<file path="src/rtl/consmax_opack.sv">
// consmax_opack
//   Output packer and elastic buffer for the ConSmax stage. Elements arriving on
//   idata/idata_valid cannot be stalled. They are packed PACK_NUM to a word, and
//   the final word of each row is zero-padded. Packed words are held in a small
//   show-ahead FIFO and delivered to the consumer over a valid/ready handshake.
//
// Ports
//   clk, rstn      : clock (rising edge), asynchronous active-low reset
//   cfg_row_len    : elements per row (0 behaves as 1), latched at row start
//   idata          : element from ConSmax (two's complement)
//   idata_valid    : element strobe, no backpressure
//   odata          : packed word at FIFO head, lane k at [k*ODATA_BIT +: ODATA_BIT]
//   odata_valid    : FIFO head valid
//   odata_last     : head word closes a row
//   odata_ready    : consumer accepts the head word
//   err_overflow   : sticky, a completed word was dropped because the FIFO was full
//   row_sum        : signed sum of the last completed row   (CONSMAX_OPACK_SUM_EN only)
//   row_sum_valid  : one-cycle pulse when row_sum updates  (CONSMAX_OPACK_SUM_EN only)
//
// Optional feature macro: CONSMAX_OPACK_SUM_EN (per-row signed accumulator).

module consmax_opack #(
  parameter int unsigned ODATA_BIT  = 8,
  parameter int unsigned CDATA_BIT  = 8,
  parameter int unsigned PACK_NUM   = 4,
  parameter int unsigned FIFO_DEPTH = 4
) (
  input  logic                          clk,
  input  logic                          rstn,
  input  logic [CDATA_BIT-1:0]          cfg_row_len,
  input  logic [ODATA_BIT-1:0]          idata,
  input  logic                          idata_valid,
  output logic [PACK_NUM*ODATA_BIT-1:0] odata,
  output logic                          odata_valid,
  output logic                          odata_last,
  input  logic                          odata_ready,
  output logic                          err_overflow
`ifdef CONSMAX_OPACK_SUM_EN
  ,
  output logic [ODATA_BIT+CDATA_BIT-1:0] row_sum,
  output logic                           row_sum_valid
`endif
);

  localparam int unsigned LANE_W = $clog2(PACK_NUM);
  localparam int unsigned PTR_W  = $clog2(FIFO_DEPTH);
  localparam int unsigned CNT_W  = PTR_W + 1;
  localparam int unsigned WORD_W = PACK_NUM * ODATA_BIT;

  // ---------------------------------------------------------------------------
  // Packing datapath
  // ---------------------------------------------------------------------------
  logic [CDATA_BIT-1:0] r_elem_cnt;
  logic [CDATA_BIT-1:0] r_row_len;
  logic [LANE_W-1:0]    r_lane_cnt;
  logic [WORD_W-1:0]    r_pack;

  logic [CDATA_BIT-1:0] w_cfg_len;
  logic [CDATA_BIT-1:0] w_row_len;
  logic                 w_row_end;
  logic                 w_word_done;
  logic [WORD_W-1:0]    w_push_word;
  logic [WORD_W-1:0]    w_pack_nxt;

  // A zero length would never produce a row end, so it is folded to 1.
  assign w_cfg_len = (cfg_row_len == '0) ? CDATA_BIT'(1) : cfg_row_len;

  // At row start the live configuration applies; mid-row the latched copy does.
  assign w_row_len = (r_elem_cnt == '0) ? w_cfg_len : r_row_len;

  assign w_row_end   = idata_valid && (r_elem_cnt == (w_row_len - CDATA_BIT'(1)));
  assign w_word_done = idata_valid &&
                       ((r_lane_cnt == LANE_W'(PACK_NUM - 1)) || w_row_end);

  // Completed word: stored lanes below the current one, the incoming element
  // in the current lane, zeros above it.
  always_comb begin
    w_push_word = '0;
    w_pack_nxt  = r_pack;
    for (int k = 0; k < int'(PACK_NUM); k++) begin
      if (k < int'(r_lane_cnt)) begin
        w_push_word[k*ODATA_BIT +: ODATA_BIT] = r_pack[k*ODATA_BIT +: ODATA_BIT];
      end else if (k == int'(r_lane_cnt)) begin
        w_push_word[k*ODATA_BIT +: ODATA_BIT] = idata;
        w_pack_nxt[k*ODATA_BIT +: ODATA_BIT]  = idata;
      end
    end
  end

  always_ff @(posedge clk or negedge rstn) begin
    if (!rstn) begin
      r_elem_cnt <= '0;
      r_row_len  <= '0;
      r_lane_cnt <= '0;
      r_pack     <= '0;
    end else if (idata_valid) begin
      if (r_elem_cnt == '0) begin
        r_row_len <= w_cfg_len;
      end
      r_elem_cnt <= w_row_end ? '0 : r_elem_cnt + CDATA_BIT'(1);
      if (w_word_done) begin
        r_pack     <= '0;
        r_lane_cnt <= '0;
      end else begin
        r_pack     <= w_pack_nxt;
        r_lane_cnt <= r_lane_cnt + LANE_W'(1);
      end
    end
  end

  // ---------------------------------------------------------------------------
  // Show-ahead FIFO of {last, word}
  // ---------------------------------------------------------------------------
  logic [WORD_W:0]   r_mem [FIFO_DEPTH];
  logic [PTR_W-1:0]  r_wptr;
  logic [PTR_W-1:0]  r_rptr;
  logic [CNT_W-1:0]  r_count;
  logic              r_err;

  logic w_full;
  logic w_pop;
  logic w_push_ok;
  logic w_drop;

  assign w_full    = (r_count == CNT_W'(FIFO_DEPTH));
  assign w_pop     = odata_valid && odata_ready;
  // A pop frees the head slot in the same edge, so a full FIFO still accepts.
  assign w_push_ok = w_word_done && (!w_full || w_pop);
  assign w_drop    = w_word_done && w_full && !w_pop;

  always_ff @(posedge clk or negedge rstn) begin
    if (!rstn) begin
      for (int i = 0; i < int'(FIFO_DEPTH); i++) begin
        r_mem[i] <= '0;
      end
      r_wptr  <= '0;
      r_rptr  <= '0;
      r_count <= '0;
      r_err   <= 1'b0;
    end else begin
      if (w_push_ok) begin
        r_mem[r_wptr] <= {w_row_end, w_push_word};
        r_wptr        <= r_wptr + PTR_W'(1);
      end
      if (w_pop) begin
        r_rptr <= r_rptr + PTR_W'(1);
      end
      unique case ({w_push_ok, w_pop})
        2'b10:   r_count <= r_count + CNT_W'(1);
        2'b01:   r_count <= r_count - CNT_W'(1);
        default: r_count <= r_count;
      endcase
      if (w_drop) begin
        r_err <= 1'b1;
      end
    end
  end

  // Outputs derive only from registered FIFO state; zero when empty.
  assign odata_valid  = (r_count != '0);
  assign odata        = odata_valid ? r_mem[r_rptr][WORD_W-1:0] : '0;
  assign odata_last   = odata_valid ? r_mem[r_rptr][WORD_W]     : 1'b0;
  assign err_overflow = r_err;

`ifdef CONSMAX_OPACK_SUM_EN
  // ---------------------------------------------------------------------------
  // Per-row signed accumulator, independent of FIFO state
  // ---------------------------------------------------------------------------
  localparam int unsigned SUM_W = ODATA_BIT + CDATA_BIT;

  logic [SUM_W-1:0] r_acc;
  logic [SUM_W-1:0] r_row_sum;
  logic             r_row_sum_valid;
  logic [SUM_W-1:0] w_idata_sx;
  logic [SUM_W-1:0] w_sum;

  assign w_idata_sx = {{CDATA_BIT{idata[ODATA_BIT-1]}}, idata};
  assign w_sum      = r_acc + w_idata_sx;

  always_ff @(posedge clk or negedge rstn) begin
    if (!rstn) begin
      r_acc           <= '0;
      r_row_sum       <= '0;
      r_row_sum_valid <= 1'b0;
    end else begin
      r_row_sum_valid <= 1'b0;
      if (w_row_end) begin
        r_row_sum       <= w_sum;
        r_row_sum_valid <= 1'b1;
        r_acc           <= '0;
      end else if (idata_valid) begin
        r_acc <= w_sum;
      end
    end
  end

  assign row_sum       = r_row_sum;
  assign row_sum_valid = r_row_sum_valid;
`endif

endmodule

</file>
<file path="config.mk">
export PLATFORM = sky130hd
export DESIGN_NAME = consmax_opack
export DESIGN_NICKNAME = d
export VERILOG_FILES = /design/src/rtl/consmax_opack.sv
export SDC_FILE = /design/constraint.sdc
export NUM_CORES = 1
export LEC_CHECK = 0
export ABC_AREA = 1
export CORE_MARGIN = 2
export CORE_UTILIZATION = 54
export DETAILED_ROUTE_END_ITERATION = 8
export GPL_TIMING_DRIVEN = 0
export PLACE_DENSITY_LB_ADDON = 0.15
export RECOVER_POWER = 25
export SYNTH_ARGS = -nofsm -noshare
export SYNTH_HDL_FRONTEND = slang
export SYNTH_SLANG_ARGS = --single-unit
</file>
<file path="constraint.sdc">
create_clock -name clk -period 3.7 [get_ports clk]
set_input_delay 0.925 -clock clk [delete_from_list [all_inputs] [get_ports clk]]
set_output_delay 0.925 -clock clk [all_outputs]
set_load 0.01 [all_outputs]
</file>
==> results.py, run 1 <==
# Metrics from the implementation run
metrics = {
    "drt": {
        "routed.top_layer": "met4",
        "viasPerCell": 5.71,
        "drc": 0,
    },
    "place": {
        "place_inst": 1606,
        "gp_congestion": 0.929,
        "portBuffers": 53,
    },
    "timing": {
        "setup_viol": 0,
        "whs_ps": 470,
        "finalCriticalPeriod_ps": 3680,
        "finalMaxSlewViolations": 74,
    },
    "critical_path": {
        "r2r_end": "r_count[1]",
        "rr_worst_depth": 22,
        "crit_start": "r_rptr[0]",
        "crit_chain": "clkbuf_2 -> buf_2 -> nor2_1 -> nor2_1 -> o21ai_0 -> a21oi_1 -> clkdlybuf4s50_1",
        "critPathTopFamily": "buffers and inverters",
        "crit_type": "register to output pin",
    },
    "clocking": {
        "cts_resized": 14,
        "cts_tree": "built",
        "postCtsSetupBuffers": 5,
        "htreeDepth": 4,
        "clkSinkCount": 182,
    },
    "synth": {
        "fa_ha_area_share_pct": 1.88,
        "common_cells": "437 x nand2_1, 182 x dfrtp_1, 166 x nor2_1, 136 x nand4_1, 113 x o21ai_0",
        "synthMuxAreaShare_pct": 0,
        "synth-edff-count": 0,
        "synth_cell_types": 30,
    },
    "final_layout": {
        "sh_seq_area_pct": 39.7,
        "finalNonFillerCells": 1655,
        "largest_reg_flops": 132,
        "clkbuf_count": 22,
        "nets": 1447,
        "lay_top_cells": "435 x nand2_1, 181 x dfrtp_1, 165 x nor2_1, 136 x nand4_1, 111 x o21ai_0",
        "fillers": 1597,
        "antenna_cells": 0,
    },
    "min_path": {
        "min_path_type": "register to register",
    },
    "power": {
        "powerSeq_uw": 3160,
    },
    "run": {
        "maxCapViolCount": 1,
        "warning_count": 36,
    },
    "outcome": {
        "status": "finished with violations",
        "violations": "max-capacitance violations, max-slew violations",
    },
    "grt": {
        "grt.met2_usage_pct": 46.8,
    },
}
Run 1, routed clock nets over the placement:
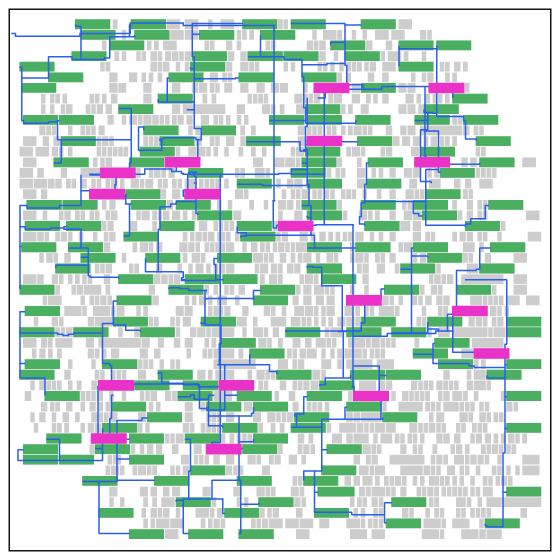
legend:
  green:
    item: flip-flops
    count: 182
  magenta:
    item: cells driving clock nets
    count: 17
  blue:
    item: clock wires
    length: 2320 µm
flops lie: all over the die

Run 1, metal 4:
Bar = 50 µm. Supply wires on this layer in gray.
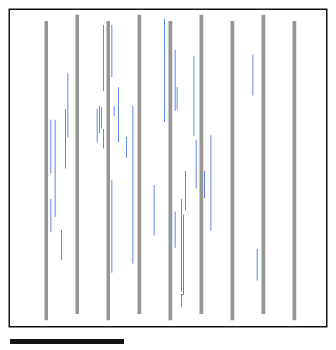
longest straight run: 68.7 µm
wire length on this layer: 742 µm
main direction: vertical
share of all routed wire: 2.5%
nets with wire on the layer: 24
total wire length: 29400 µm
total vias in the final route: 9446

Run 1, wire density map:
Bar = 50 µm. 28 x 28 tiles, from dark purple (low) to yellow (high), scaled to the fullest tile. Values are wire area over tile area, all layers added.
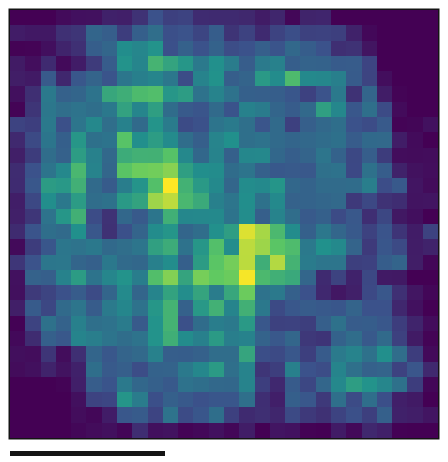
emptiest ninth of the die: upper right
tiles over half the peak: 13%
fullest tile: 0.86
mean over tiles: 0.25
nearly empty tiles: 9.4%
densest ninth of the die: center
gr usage total: 30.7%
Routed WL per cell: 17.8 µm

==> run 2, diff against run 1 <==
- ABC_CLOCK_PERIOD_IN_PS: not set -> 3700
==> run 2 against run 1 <==
  * The run still ends with max-capacitance violations, max-slew violations left
  * Routed wire length did not move
  * Largest cell class unchanged
  * Clock power barely moved
  * Combinational power barely moved
  * Count of clock-buffer cells in the layout did not move
  * Utilization did not move
  * Flip-flop count did not move
  * Largest power group unchanged
  * Final cell count did not move
  * First-iteration DRC count did not move
  * Synthesized cell count did not move
  * Design area did not move
==> results.py, run 2 <==
# Metrics from the implementation run
metrics = {
    "outcome": {
        "violations": "max-capacitance violations, max-slew violations",
        "status": "finished with violations",
    },
    "drt": {
        "drc": 0,
        "routed.top_layer": "met4",
        "vias": 9446,
        "viasPerCell": 5.71,
        "avgRoutedWirePerCell_um": 17.8,
        "wl_um": 29400,
    },
    "timing": {
        "whs_ps": 470,
        "finalMaxSlewViolations": 74,
        "finalCriticalPeriod_ps": 3680,
        "setup_viol": 0,
    },
    "place": {
        "place_inst": 1606,
        "gp_congestion": 0.929,
        "portBuffers": 53,
    },
    "final_layout": {
        "sh_seq_area_pct": 39.7,
        "antenna_cells": 0,
        "layout.area.seq_mm2": 0.00456,
        "nets": 1447,
        "fillers": 1597,
        "clkbuf_count": 22,
        "finalNonFillerCells": 1655,
    },
    "synth": {
        "avgSynthCellArea_um2": 7.36,
        "fa_ha_area_share_pct": 1.88,
        "synth_cell_types": 30,
        "synthMuxAreaShare_pct": 0,
        "common_cells": "437 x nand2_1, 182 x dfrtp_1, 166 x nor2_1, 136 x nand4_1, 113 x o21ai_0",
        "synth-edff-count": 0,
    },
    "critical_path": {
        "crit_chain": "clkbuf_2 -> buf_2 -> nor2_1 -> nor2_1 -> o21ai_0 -> a21oi_1 -> clkdlybuf4s50_1",
        "r2r_end": "r_count[1]",
        "crit_type": "register to output pin",
        "rr_worst_depth": 22,
        "critPathTopFamily": "buffers and inverters",
    },
    "clocking": {
        "htreeDepth": 4,
        "postCtsSetupBuffers": 5,
        "clkSinkCount": 182,
        "cts_resized": 14,
    },
    "min_path": {
        "min_path_type": "register to register",
    },
    "grt": {
        "grt.met2_usage_pct": 46.8,
    },
    "run": {
        "maxCapViolCount": 1,
        "warning_count": 36,
    },
}
Run 2, routed clock nets over the placement:
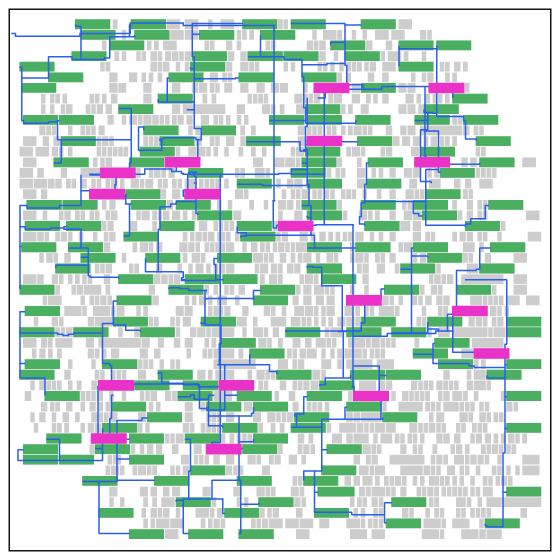
legend:
  magenta:
    item: cells driving clock nets
    count: 17
  green:
    item: flip-flops
    count: 182
  blue:
    item: clock wires
    length: 2320 µm
routed clock nets: 18

Run 2, sequential cells grouped by signal name:
Other sequential cells in the stronger gray, the rest of the logic in the fainter gray.
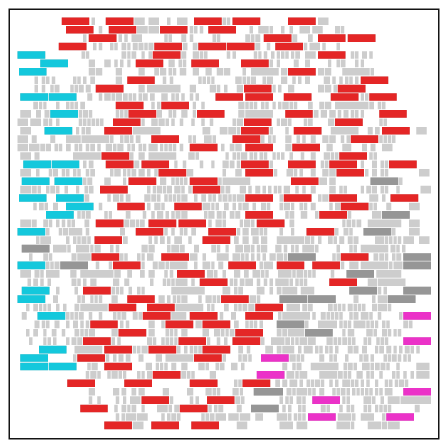
legend:
  cyan:
    name_in_the_netlist: r_pack
    placed_flops: 24
  magenta:
    name_in_the_netlist: r_row_len
    placed_flops: 8
    where: lower right
  red:
    name_in_the_netlist: r_mem
    placed_flops: 132

Power and IR drop assume default switching activity.
